[config.mk]
export PLATFORM = sky130hd
export DESIGN_NAME = chrono_mmss_ctrl
export DESIGN_NICKNAME = d
export VERILOG_FILES = /design/src/rtl/chrono_pkg.sv /design/src/rtl/bcd_digit_cnt.sv /design/src/rtl/chrono_mmss_ctrl.sv
export SDC_FILE = /design/constraint.sdc
export NUM_CORES = 1
export LEC_CHECK = 0
export CAP_MARGIN = 20
export CORE_MARGIN = 2
export CORE_UTILIZATION = 52
export CTS_CLUSTER_SIZE = 12
export DETAILED_ROUTE_END_ITERATION = 10
export PLACE_DENSITY = 0.86
export SLEW_MARGIN = 20
export SYNTH_ARGS = -nofsm -noshare
export SYNTH_HDL_FRONTEND = slang
export SYNTH_HIERARCHICAL = 1
export SYNTH_SLANG_ARGS = --single-unit
export TNS_END_PERCENT = 5
[constraint.sdc]
create_clock -name osc_clk -period 5.5 [get_ports osc_clk]
set_input_delay 1.375 -clock osc_clk [delete_from_list [all_inputs] [get_ports osc_clk]]
set_output_delay 1.375 -clock osc_clk [all_outputs]
set_load 0.01 [all_outputs]
[src/rtl/chrono_pkg.sv]
// ---------------------------------------------------------------------------
// chrono_pkg
//   Shared types and helpers for the MM:SS stopwatch/countdown core.
//   - state_t      : controller state {IDLE, RUN, PAUSE, EXPIRED}
//   - SEG_BLANK    : active-low cathode pattern with every segment and dp off
//   - bcd_to_seg() : BCD digit -> active-high {g,f,e,d,c,b,a}; non-BCD blanks
//   - time_valid() : true when a {ZM,UM,ZS,US} word is a legal MM:SS value
// ---------------------------------------------------------------------------
package chrono_pkg;

  typedef enum logic [1:0] {
    IDLE    = 2'd0,
    RUN     = 2'd1,
    PAUSE   = 2'd2,
    EXPIRED = 2'd3
  } state_t;

  localparam logic [7:0] SEG_BLANK = 8'hFF;

  // Standard seven-segment glyphs, bit 0 = segment a.
  function automatic logic [6:0] bcd_to_seg(input logic [3:0] d);
    logic [6:0] seg;
    case (d)
      4'd0:    seg = 7'h3F;
      4'd1:    seg = 7'h06;
      4'd2:    seg = 7'h5B;
      4'd3:    seg = 7'h4F;
      4'd4:    seg = 7'h66;
      4'd5:    seg = 7'h6D;
      4'd6:    seg = 7'h7D;
      4'd7:    seg = 7'h07;
      4'd8:    seg = 7'h7F;
      4'd9:    seg = 7'h6F;
      default: seg = 7'h00;
    endcase
    return seg;
  endfunction

  // Every nibble must be a decimal digit and the tens-of-seconds digit <= 5.
  function automatic logic time_valid(input logic [15:0] t);
    return (t[15:12] <= 4'd9) && (t[11:8] <= 4'd9) &&
           (t[7:4]   <= 4'd5) && (t[3:0]  <= 4'd9);
  endfunction

endpackage

[src/rtl/bcd_digit_cnt.sv]
// ---------------------------------------------------------------------------
// bcd_digit_cnt
//   One decimal digit of the time counter, counting 0..MAX in either
//   direction. Digits are chained through carry (up) and borrow (down).
//   Ports:
//     osc_clk  in   system clock
//     reset    in   synchronous, active-high; digit -> 0
//     ld       in   load ld_val (wins over inc/dec)
//     ld_val   in   4  value to load
//     inc      in   step up; MAX wraps to 0
//     dec      in   step down; 0 wraps to MAX
//     q        out  4  current digit value
//     carry    out  inc while q == MAX (next digit steps up)
//     borrow   out  dec while q == 0   (next digit steps down)
// ---------------------------------------------------------------------------
module bcd_digit_cnt #(
  parameter int unsigned MAX = 9
) (
  input  logic       osc_clk,
  input  logic       reset,
  input  logic       ld,
  input  logic [3:0] ld_val,
  input  logic       inc,
  input  logic       dec,
  output logic [3:0] q,
  output logic       carry,
  output logic       borrow
);

  localparam logic [3:0] MAX_V = 4'(MAX);

  always_ff @(posedge osc_clk) begin
    // NOTE: sequential state uses non-blocking assignment so every register
    // samples pre-edge values regardless of block ordering.
    if (reset) begin
      q <= 4'd0;
    end else if (ld) begin
      q <= ld_val;
    end else if (inc) begin
      q <= (q == MAX_V) ? 4'd0 : q + 4'd1;
    end else if (dec) begin
      q <= (q == 4'd0) ? MAX_V : q - 4'd1;
    end
  end

  assign carry  = inc & (q == MAX_V);
  assign borrow = dec & (q == 4'd0);

endmodule

[src/rtl/chrono_mmss_ctrl.sv]
// ---------------------------------------------------------------------------
// chrono_mmss_ctrl
//   MM:SS stopwatch / countdown core driving a 4-digit multiplexed 7-seg
//   display. Single clock domain: the count tick and the digit-scan tick are
//   clock-enable pulses from two prescalers.
//   Parameters:
//     TICK_DIV  osc_clk cycles per count tick (>= 2)
//     SCAN_DIV  osc_clk cycles per displayed digit (>= 2)
//     BLANK_LZ  1: blank the ZM digit while it shows 0
//   Ports:
//     osc_clk     in   system clock
//     reset       in   synchronous, active-high
//     start_stop  in   pulse: toggle run/pause (IDLE->RUN, EXPIRED->IDLE)
//     lap         in   pulse: toggle display freeze while running
//     clear       in   pulse: time := 00:00, state IDLE
//     load        in   pulse: time := preset, state IDLE (ignored in RUN)
//     mode_down   in   level: 1 counts down; sampled in IDLE/PAUSE
//     preset      in   16  BCD {ZM,UM,ZS,US}; illegal values are ignored
//     an          out  4   anode enables, active-low, an[0] = US
//     cat         out  8   {dp,g,f,e,d,c,b,a}, active-low; dp on UM only
//     running     out  high in RUN
//     expired     out  high in EXPIRED
//     time_bcd    out  16  live counter, unaffected by lap freeze
// ---------------------------------------------------------------------------
module chrono_mmss_ctrl
  import chrono_pkg::*;
#(
  parameter int unsigned TICK_DIV = 50_000_000,
  parameter int unsigned SCAN_DIV = 200_000,
  parameter bit          BLANK_LZ = 1'b0
) (
  input  logic        osc_clk,
  input  logic        reset,
  input  logic        start_stop,
  input  logic        lap,
  input  logic        clear,
  input  logic        load,
  input  logic        mode_down,
  input  logic [15:0] preset,
  output logic [3:0]  an,
  output logic [7:0]  cat,
  output logic        running,
  output logic        expired,
  output logic [15:0] time_bcd
);

  localparam int unsigned PRE_W  = (TICK_DIV > 2) ? $clog2(TICK_DIV) : 1;
  localparam int unsigned SCAN_W = (SCAN_DIV > 2) ? $clog2(SCAN_DIV) : 1;

  localparam logic [PRE_W-1:0]  PRE_LAST  = PRE_W'(TICK_DIV - 1);
  localparam logic [PRE_W-1:0]  PRE_HALF  = PRE_W'(TICK_DIV / 2);
  localparam logic [SCAN_W-1:0] SCAN_LAST = SCAN_W'(SCAN_DIV - 1);

  state_t              state_q, state_d;
  logic [PRE_W-1:0]    pre_q;
  logic [SCAN_W-1:0]   scan_pre_q;
  logic [1:0]          scan_idx_q;
  logic                mode_q;
  logic                freeze_q;
  logic [15:0]         lap_q;
  logic [15:0]         time_q;

  logic                load_acc;
  logic                tick;
  logic                expire_hit;
  logic                dig_ld;
  logic [15:0]         dig_ld_val;
  logic [3:0]          dig_inc, dig_dec, dig_cy, dig_bw;
  logic [1:0]          chain_unused;

  logic [15:0]         disp;
  logic [3:0]          disp_digit;
  logic                blank;

  // -------------------------------------------------------------------------
  // Event qualification. clear beats load; load only counts outside RUN and
  // with a legal preset. The tick is suppressed by clear so that a clear in a
  // tick cycle leaves 00:00 rather than 00:01.
  // -------------------------------------------------------------------------
  assign load_acc = load & ~clear & (state_q != RUN) & time_valid(preset);
  assign tick     = (state_q == RUN) & (pre_q == PRE_LAST) & ~clear;

  // Counting down from 00:01 (or resuming down at 00:00) lands on 00:00 and
  // expires; the digits are forced to zero so the borrow chain never wraps.
  // Expiry also outranks a start_stop in the same cycle.
  assign expire_hit = tick & mode_q & (time_q <= 16'h0001);

  assign dig_ld     = clear | load_acc | expire_hit;
  assign dig_ld_val = load_acc ? preset : 16'h0000;

  assign dig_inc[0] = tick & ~mode_q;
  assign dig_dec[0] = tick &  mode_q & ~expire_hit;
  assign dig_inc[3:1] = dig_cy[2:0];
  assign dig_dec[3:1] = dig_bw[2:0];

  // ZM carry (99:59 rollover, which simply keeps running) and ZM borrow
  // (blocked by the 00:00 guard) have no consumer.
  assign chain_unused = {dig_cy[3], dig_bw[3]};

  bcd_digit_cnt #(.MAX(9)) u_us (
    .osc_clk(osc_clk), .reset(reset), .ld(dig_ld), .ld_val(dig_ld_val[3:0]),
    .inc(dig_inc[0]), .dec(dig_dec[0]), .q(time_q[3:0]),
    .carry(dig_cy[0]), .borrow(dig_bw[0])
  );

  bcd_digit_cnt #(.MAX(5)) u_zs (
    .osc_clk(osc_clk), .reset(reset), .ld(dig_ld), .ld_val(dig_ld_val[7:4]),
    .inc(dig_inc[1]), .dec(dig_dec[1]), .q(time_q[7:4]),
    .carry(dig_cy[1]), .borrow(dig_bw[1])
  );

  bcd_digit_cnt #(.MAX(9)) u_um (
    .osc_clk(osc_clk), .reset(reset), .ld(dig_ld), .ld_val(dig_ld_val[11:8]),
    .inc(dig_inc[2]), .dec(dig_dec[2]), .q(time_q[11:8]),
    .carry(dig_cy[2]), .borrow(dig_bw[2])
  );

  bcd_digit_cnt #(.MAX(9)) u_zm (
    .osc_clk(osc_clk), .reset(reset), .ld(dig_ld), .ld_val(dig_ld_val[15:12]),
    .inc(dig_inc[3]), .dec(dig_dec[3]), .q(time_q[15:12]),
    .carry(dig_cy[3]), .borrow(dig_bw[3])
  );

  assign time_bcd = time_q;

  // -------------------------------------------------------------------------
  // FSM: state register
  // -------------------------------------------------------------------------
  always_ff @(posedge osc_clk) begin
    if (reset) begin
      state_q <= IDLE;
    end else begin
      state_q <= state_d;
    end
  end

  // -------------------------------------------------------------------------
  // FSM: next state
  // -------------------------------------------------------------------------
  always_comb begin
    // NOTE: default assignment first, so no path leaves state_d unassigned
    // and no latch is inferred.
    state_d = state_q;
    if (clear || load_acc) begin
      state_d = IDLE;
    end else begin
      case (state_q)
        // Starting a countdown from 00:00 would expire immediately; ignore it.
        IDLE:    if (start_stop && !(mode_down && (time_q == 16'h0000)))
                   state_d = RUN;
        RUN:     if (expire_hit)      state_d = EXPIRED;
                 else if (start_stop) state_d = PAUSE;
        PAUSE:   if (start_stop)      state_d = RUN;
        EXPIRED: if (start_stop)      state_d = IDLE;
        default:                      state_d = IDLE;
      endcase
    end
  end

  // -------------------------------------------------------------------------
  // FSM: outputs
  // -------------------------------------------------------------------------
  always_comb begin
    running = (state_q == RUN);
    expired = (state_q == EXPIRED);
  end

  // -------------------------------------------------------------------------
  // Count prescaler. Held in PAUSE so a resume continues the partial second;
  // forced to 0 in IDLE so the first tick lands exactly TICK_DIV cycles after
  // start. Keeps running in EXPIRED to time the blink.
  // -------------------------------------------------------------------------
  always_ff @(posedge osc_clk) begin
    if (reset) begin
      pre_q <= '0;
    end else if (clear || load_acc || (state_q == IDLE)) begin
      pre_q <= '0;
    end else if ((state_q == RUN) || (state_q == EXPIRED)) begin
      pre_q <= (pre_q == PRE_LAST) ? '0 : pre_q + 1'b1;
    end
  end

  // Count direction follows the switch only while stopped.
  always_ff @(posedge osc_clk) begin
    if (reset) begin
      mode_q <= 1'b0;
    end else if ((state_q == IDLE) || (state_q == PAUSE)) begin
      mode_q <= mode_down;
    end
  end

  // -------------------------------------------------------------------------
  // Lap freeze: released in the same cycle the FSM leaves RUN for any reason.
  // -------------------------------------------------------------------------
  always_ff @(posedge osc_clk) begin
    if (reset) begin
      freeze_q <= 1'b0;
      lap_q    <= 16'h0000;
    end else if (state_d != RUN) begin
      freeze_q <= 1'b0;
    end else if ((state_q == RUN) && lap && !start_stop) begin
      freeze_q <= ~freeze_q;
      if (!freeze_q) lap_q <= time_q;
    end
  end

  // -------------------------------------------------------------------------
  // Digit scan: free-running in every state.
  // -------------------------------------------------------------------------
  always_ff @(posedge osc_clk) begin
    if (reset) begin
      scan_pre_q <= '0;
      scan_idx_q <= 2'd0;
    end else if (scan_pre_q == SCAN_LAST) begin
      scan_pre_q <= '0;
      scan_idx_q <= scan_idx_q + 2'd1;
    end else begin
      scan_pre_q <= scan_pre_q + 1'b1;
    end
  end

  // -------------------------------------------------------------------------
  // Display mux. an and cat are both decoded from registered state, so they
  // switch in the same cycle. In EXPIRED the second half of each prescaler
  // period is dark.
  // -------------------------------------------------------------------------
  always_comb begin
    disp       = freeze_q ? lap_q : time_q;
    disp_digit = disp[{scan_idx_q, 2'b00} +: 4];
    blank      = ((state_q == EXPIRED) && (pre_q >= PRE_HALF)) ||
                 (BLANK_LZ && (scan_idx_q == 2'd3) && (disp[15:12] == 4'd0));
    an         = ~(4'b0001 << scan_idx_q);
    cat        = blank ? SEG_BLANK
                       : {~(scan_idx_q == 2'd2), ~bcd_to_seg(disp_digit)};
  end

endmodule

### Selected gate families

(6 px per um)
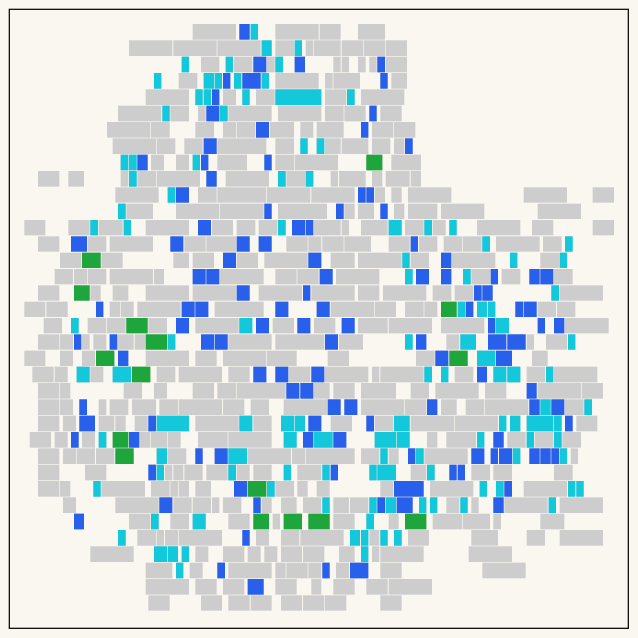
[blue] nand cells | cells: 123 | most used: nand2_1
[green] non-inverting ao/oa cells | cells: 16 | most used: a211o_1
[cyan] nor cells | cells: 118 | most used: nor2_1 | where: widely spread

### Signal metal coverage by tile

(4 px per um) 21 x 21 tiles, from white (low) to dark blue (high), scaled to the fullest tile. Values are wire area over tile area, all layers added.
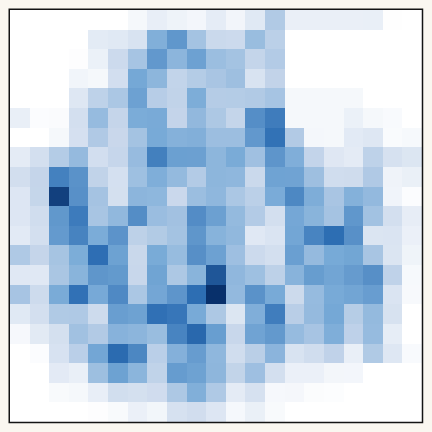
tiles over half the peak: 18%
fullest tile: 0.63
nearly empty tiles: 18%
mean over tiles: 0.17
emptiest ninth of the die: upper right
per-cell routed wire length: 15.1 um
total global-route track usage: 22.6%
total vias in the final route: 4423
DRT Wirelength: 11700 um

routing by layer:
layer,wire length (um),part of all wire [%],vias to the layer above,track usage (%)
li1,-,-,2163,-
met1,5080,43,2095,28.6
met2,5900,50,142,39.2
met3,507,4.3,23,3.86
met4,206,1.8,0,7.29
met5,0,0,-,0
through the flow:
stage / worst slack, ns / instances / power (mW) / hold WS, ns
2_1_floorplan: 0.158 / 600 / 0.678 / 0.426
3_3_place_gp: 0.398 / 760 / 0.715 / 0.436
3_5_place_dp: 0.262 / 760 / 0.718 / 0.466
4_1_cts: 0.617 / 776 / 1.12 / 0.478
5_1_grt: 0.221 / 776 / 1.16 / 0.504
6_report: 0.578 / 776 / 1.11 / 0.479
worst max path at each step:
| stage | end | slack [ns] |
|---|---|---|
| finish | u_zm/q[3] | 0.58 |
| global route | u_zm/q[3] | 0.22 |
| CTS | u_zm/q[3] | 0.62 |
| detailed placement | u_zm/q[3] | 0.26 |
| global placement | u_zm/q[3] | 0.40 |
| floorplan | u_zm/q[3] | 0.16 |
layout by cell type, fill, tap and decap left out, types with 14 or more instances in the layout:
cell,count
sky130_fd_sc_hd__xor2_1,32
sky130_fd_sc_hd__nor2_1,85
sky130_fd_sc_hd__xnor2_1,23
sky130_fd_sc_hd__mux2i_1,29
sky130_fd_sc_hd__inv_1,22
sky130_fd_sc_hd__nand3_1,22
sky130_fd_sc_hd__nand2b_1,32
sky130_fd_sc_hd__nand2_1,45
sky130_fd_sc_hd__clkdlybuf4s50_1,52
sky130_fd_sc_hd__dfxtp_1,82
sky130_fd_sc_hd__o21ai_0,17
sky130_fd_sc_hd__nand4_1,14
sky130_fd_sc_hd__and2_1,19
power groups by stage:
stage / logic, mW / registers (mW) / clock network (mW)
floorplan: 0.0582 / 0.620 / 0
CTS: 0.0921 / 0.612 / 0.412
global placement: 0.0892 / 0.625 / 0
global route: 0.102 / 0.614 / 0.441
finish: 0.0922 / 0.613 / 0.403
detailed placement: 0.0915 / 0.626 / 0
registers in the layout, indices dropped and copies added, names as in the netlist:
register and cells:
scan_pre_q 18, u_um/q 4, lap_q 16, pre_q 26, freeze_q 1, state_q 2
mode_q 1, u_zs/q 4, u_zm/q 4, u_us/q 4, scan_idx_q 2
worst max-delay path, cell delays in order:
cell and delay, ns:
sky130_fd_sc_hd__clkdlybuf4s50_1 0.52, sky130_fd_sc_hd__or3_1 0.45, sky130_fd_sc_hd__nor2_1 0.32, sky130_fd_sc_hd__nand2_1 0.18
sky130_fd_sc_hd__nor4b_1 0.39, sky130_fd_sc_hd__nand2_1 0.21, sky130_fd_sc_hd__nor4b_2 0.34, sky130_fd_sc_hd__nand2_1 0.15
sky130_fd_sc_hd__nor4b_1 0.30, sky130_fd_sc_hd__buf_4 0.20, sky130_fd_sc_hd__a41oi_1 0.13, sky130_fd_sc_hd__a211o_1 0.32
sky130_fd_sc_hd__a21o_1 0.15, sky130_fd_sc_hd__a31oi_1 0.16
final cells by class:
type                       instances  area (um2)  share of cell area [%]
sequential                        82        1640                    28.2
tap                              133         166                    2.86
clock buffer                       9         124                    2.13
inverter                          23        86.3                    1.49
timing repair buffer              60         581                    9.99
multi-input combinational        462        3160                    54.4
clock inverter                     7        53.8                   0.926
==> results.yml <==
# yosys + openroad results
clocking:
  cts.repair.resized: 0
  cts_max_level: 3
  clock_tree.buffer_depth: 2
  clockRootBuffer: "sky130_fd_sc_hd__clkbuf_8"
  clock_insertion_delay_worst_skew_ns: 0.36
  path_clk_slew_ns: 0.08
  tritoncts_num_sinks: 82
  cts_setup_buffers: 0
place:
  finalWeightedCongestion: 0.912
drt:
  route.detailed.vias_per_inst: 5.70
  count_of_antenna_violating_nets_left_after_detailed_routing: 0
  drcViolationCount: 0
  drt_iter0_drc: 324
  drtPass1Iterations: 5
setup_path:
  critical_path_class: "primary input to flip-flop"
  cp_max_fo: 8
  reg2reg_setup_slack_ns: 0.81
  worstReg2RegStart: "pre_q[7]"
die:
  floorplan.initialDensity_pct: 52.8
  die_h_um: 103
  fp.coreArea_um2: 9640
  die_w_um: 103
  pin_count: 53
  row_count: 36
hold_path:
  min_from: "lap_q[0]"
  holdCritPathClass: "flip-flop to flip-flop"
grt:
  global_route.overflow_total: 0
  wire_length_of_the_first_global_routing_pass_um: 19300
flow_run:
  warnings: 35
  max_cap_violations: 0
run_status:
  status: "finished clean"
layout:
  areaGrowthSynthToFinish_pct: 14.2
  drive_above_1_share_pct: 7.47
  post-route-cell-area_um2: 5810
  final_core_utilization_pct: 60.3
power:
  power_leakage_nw: 1.96
  power_density_nw_per_um2: 191
  peakVddDrop_mv: 0.0998
  internal_power_consumption_mw: 0.814
  power.switching_fraction_pct: 26.5
final_timing:
  clock.fmax_mhz: 203
  grt_setup_unrepaired: "no"
  clock_skew_ns: 0.00841
  tightest_slew_ns: 0.895
  total_count_of_hold_check_failures_in_the_final_report: 0
synth:
  syn_area_per_cell_um2: 8.48
  number_of_warnings_printed_during_yosys_synthesis: 6
No activity file was given, so power comes from the tool's default toggle rates.
